`config.mk`:
```
export PLATFORM = sky130hd
export DESIGN_NAME = cnt_cmd_sequencer
export DESIGN_NICKNAME = d
export VERILOG_FILES = /design/src/rtl/cnt_cmd_sequencer.sv
export SDC_FILE = /design/constraint.sdc
export NUM_CORES = 1
export LEC_CHECK = 0
export ABC_AREA = 0
export CAP_MARGIN = 20
export CORE_UTILIZATION = 40
export DETAILED_ROUTE_END_ITERATION = 10
export PLACE_DENSITY = 0.63
export SLEW_MARGIN = 15
export SYNTH_ARGS = -nofsm -noshare
export SYNTH_HDL_FRONTEND = slang
export SYNTH_SLANG_ARGS = --single-unit
```
`constraint.sdc`:
```
create_clock -name clk_in -period 3.2 [get_ports clk_in]
set_input_delay 0.48 -clock clk_in [delete_from_list [all_inputs] [get_ports clk_in]]
set_output_delay 0.48 -clock clk_in [all_outputs]
set_load 0.02 [all_outputs]
```
`src/rtl/cnt_cmd_sequencer.sv`:
```
// Command front-end for the up/down counter: turns LOAD/UP/DOWN/NOP commands into en/set/up sequences.
// Define CNT_SEQ_OVF_ABORT_EN to let the counter's overflow flag abort a count with err_out.
module cnt_cmd_sequencer #(
  parameter int WIDTH = 8
) (
  input  logic             clk_in,
  input  logic             rst_in,
  input  logic             cmd_valid_in,
  output logic             cmd_ready_out,
  input  logic [1:0]       cmd_op_in,
  input  logic [WIDTH-1:0] cmd_arg_in,
  input  logic             ovf_in,
  output logic             en_ctrl_out,
  output logic             set_ctrl_out,
  output logic             up_ctrl_out,
  output logic [WIDTH-1:0] counter_val_out,
  output logic             busy_out,
  output logic             done_out,
  output logic             err_out
);

  typedef enum logic [1:0] {
    S_IDLE,
    S_LOAD,
    S_RUN,
    S_DONE
  } state_e;

  typedef enum logic [1:0] {
    OP_LOAD = 2'b00,
    OP_UP   = 2'b01,
    OP_DOWN = 2'b10,
    OP_NOP  = 2'b11
  } op_e;

  state_e           state_q, state_d;
  logic [WIDTH-1:0] rem_q, rem_d;
  logic [WIDTH-1:0] val_q, val_d;
  logic             ready_q, ready_d;
  logic             busy_q, busy_d;
  logic             en_q, en_d;
  logic             set_q, set_d;
  logic             up_q, up_d;
  logic             done_q, done_d;
  logic             err_q, err_d;
  logic             ovf_abort;

`ifdef CNT_SEQ_OVF_ABORT_EN
  assign ovf_abort = ovf_in;
`else
  logic unused_ovf;
  assign unused_ovf = ovf_in;
  assign ovf_abort  = 1'b0;
`endif

  // NOTE: every signal gets a default before the case so no path leaves it unassigned (no latch).
  always_comb begin
    state_d = state_q;
    rem_d   = rem_q;
    val_d   = val_q;
    ready_d = 1'b0;
    en_d    = 1'b0;
    set_d   = 1'b0;
    up_d    = 1'b0;
    done_d  = 1'b0;
    err_d   = 1'b0;

    unique case (state_q)
      S_IDLE: begin
        ready_d = 1'b1;
        if (cmd_valid_in && ready_q) begin
          ready_d = 1'b0;
          unique case (op_e'(cmd_op_in))
            OP_LOAD: begin
              state_d = S_LOAD;
              set_d   = 1'b1;
              val_d   = cmd_arg_in;
            end
            OP_UP, OP_DOWN: begin
              if (cmd_arg_in != '0) begin
                state_d = S_RUN;
                en_d    = 1'b1;
                up_d    = (op_e'(cmd_op_in) == OP_UP);
                rem_d   = cmd_arg_in;
              end else begin
                state_d = S_DONE;
                done_d  = 1'b1;
              end
            end
            default: begin
              state_d = S_DONE;
              done_d  = 1'b1;
            end
          endcase
        end
      end
      S_LOAD: begin
        state_d = S_DONE;
        done_d  = 1'b1;
      end
      S_RUN: begin
        // rem_q counts the enable cycles still owed, including the current one.
        rem_d = rem_q - WIDTH'(1);
        if (ovf_abort || rem_q == WIDTH'(1)) begin
          state_d = S_DONE;
          done_d  = 1'b1;
          err_d   = ovf_abort;
          rem_d   = '0;
        end else begin
          en_d = 1'b1;
          up_d = up_q;
        end
      end
      default: begin
        state_d = S_IDLE;
        ready_d = 1'b1;
      end
    endcase

    busy_d = ~ready_d;
  end

  // NOTE: sequential state uses non-blocking assignments so all flops update together at the edge.
  always_ff @(posedge clk_in or negedge rst_in) begin
    if (!rst_in) begin
      state_q <= S_IDLE;
      rem_q   <= '0;
      val_q   <= '0;
      ready_q <= 1'b1;
      busy_q  <= 1'b0;
      en_q    <= 1'b0;
      set_q   <= 1'b0;
      up_q    <= 1'b0;
      done_q  <= 1'b0;
      err_q   <= 1'b0;
    end else begin
      state_q <= state_d;
      rem_q   <= rem_d;
      val_q   <= val_d;
      ready_q <= ready_d;
      busy_q  <= busy_d;
      en_q    <= en_d;
      set_q   <= set_d;
      up_q    <= up_d;
      done_q  <= done_d;
      err_q   <= err_d;
    end
  end

  assign cmd_ready_out   = ready_q;
  assign busy_out        = busy_q;
  assign en_ctrl_out     = en_q;
  assign set_ctrl_out    = set_q;
  assign up_ctrl_out     = up_q;
  assign counter_val_out = val_q;
  assign done_out        = done_q;
  assign err_out         = err_q;

endmodule
```
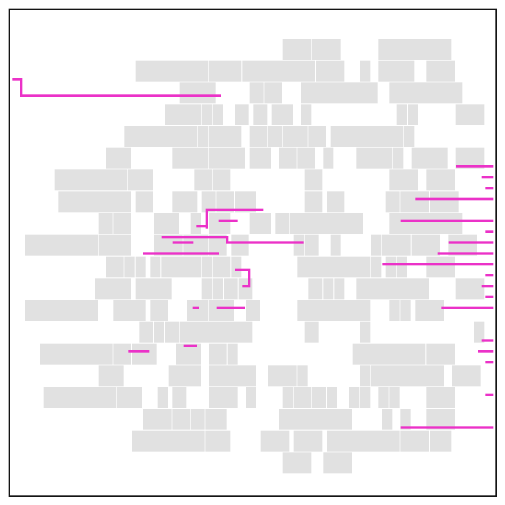
Figure 1: M3 wires.
Scale: 8 px per µm. Cells faint in the background.
- share of all routed wire: 5.1%
- wire length on this layer: 159 µm
Via Count: 1170
met3 Track Usage GR: 2.77%
drt total wl: 3.10 mm

==> ci_impl_report.md <==
### Flow metrics

| Metric | Value |
|---|---|
| Rel. slew slack | about 35% |
| # hold bufs at CTS | 0 |
| Clk ins delay skew pair | approximately 320 ps |
| Crit path cell chain | inv_1 -> ha_1 -> inv_1 -> a21oi_1 -> a21oi_1 -> mux2_2 |
| Top cells excl fill/tap | clkdlybuf4s50_1 (26), nand2_1 (24), dfrtp_1 (23) |
| Slew @ Worst Pin | 972 ps |
| Crit path DRT | 3410 ps |
| DP Worst Slack | 703 ps |
| Cts repair resizes | 0 |
| Routability congestion estimate | 0.792 |
| CTS Root Cell | clkbuf_4 |
| Vias/cell | 5.37 |
| CTS Sinks | 24 |
| Synthesized area | 1380 µm² |
| Overall power | 1.58 mW |
| Detail Placement HPWL | 2.31 mm |
| Port bufs | 26 |
| Setup TNS | 0 ps |
| Vias in the first global route | 1184 |
| Height of the die | 60.7 µm |
| Crit path capture type | flop |
| Cell Count, Final, Fillers Out | around 220 |
| Leak | 0.775 nW |
| Flops out of synthesis | 24 |
| Hold Vio Cnt, Final | 0 |
| Die width | 60.7 µm |
| Tcrit/Tclk final | 68.7% |
| Filler cells | 309 |
| Post-CTS Setup Inserts | 0 |
| Met1 Use GR | 26.1% |
| Chip area line of the yosys report | 1380 µm² |
| M1 wire length | 1.52 mm |
| Num CTS Buffers | 3 |
| GR peak layer | met2 |
| Cell area leaders | dfrtp_1 (42%), ha_1 (8.2%), nand2_1 (6.5%) |
| Startpoint types | flop |
| Cell Pwr Density | just over 900 nW/µm² |
| Run status | complete, no violations |
| Avg Inst Size Synth | approximately 9.4 µm² |
| Fin nets | 198 |
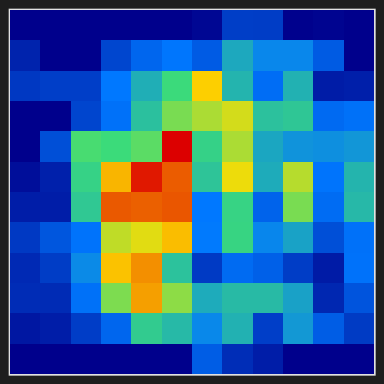
Figure 2: signal metal coverage by tile.
Scale: 6 px per µm. The die is cut into 12 by 12 equal tiles; dark blue is low, red is high, scaled to the fullest tile. Values are wire area over tile area, all layers added.
- densest ninth of the die: middle
- tiles over half the peak: 17%
- mean over tiles: 0.13

power by group:
part | total, mW | switching [mW] | internal [mW]
registers | 0.557 | 0.114 | 0.444
clock network | 0.142 | 0.0935 | 0.0488
logic | 0.876 | 0.477 | 0.399
total | 1.58 | 0.684 | 0.891
path summary, 6_finish.rpt:
check	startpoint	endpoint	slack, ps
max in group asynchronous	rst_in	cmd_ready_out	2410
worst max-delay path	state_q[0]	state_q[0]	1000
min in group asynchronous	rst_in	counter_val_out[6]	490
worst max register to register	state_q[0]	state_q[0]	1000
worst min register to register	up_ctrl_out	up_ctrl_out	480
worst min-delay path	up_ctrl_out	up_ctrl_out	480
Yosys cell counts, drive strengths merged:
cell type	count
nand2	24
dfrtp	23
inv	15
ha	9
o21ai	9
a21oi	8
nand4	5
mux2	4
nor2	4
o22ai	4
o2bb2ai	4
a31oi	3
buf	3
nand2b	3
nor4	3
clkbuf	2
nor3	2
nor4b	2
or3b	2
a211o	1
a211oi	1
a21o	1
a22oi	1
a32oi	1
and2b	1
conb	1
dfstp	1
mux2i	1
nand3	1
nor2b	1
o2111a	1
o311a	1
o311ai	1
o32a	1
or2	1
or3	1
or4b	1
layout make-up:
class                      instances  area share (%)
clock buffer                       4            1.54
inverter                          15            3.29
multi-input combinational        103            40.6
sequential                        24            35.2
tap                               44            3.22
timing repair buffer              28            16.1
sequential cells by signal (all words and copies together), names as in the netlist:
name,count
counter_val_out,8
rem_q,8
state_q,2
busy_out,1
cmd_ready_out,1
done_out,1
en_ctrl_out,1
set_ctrl_out,1
up_ctrl_out,1
cells by family after synthesis:
group	after synthesis	synth area share (%)
buffers and inverters	20	5.90
AND/OR/NAND/NOR	51	19.4
multiplexers	5	4.00
other	1	0.272
flip-flops	24	43.7
AND-OR/OR-AND	37	18.5
adder cells (fa/ha/maj)	9	8.17
Power is estimated from default activity; no workload was simulated.
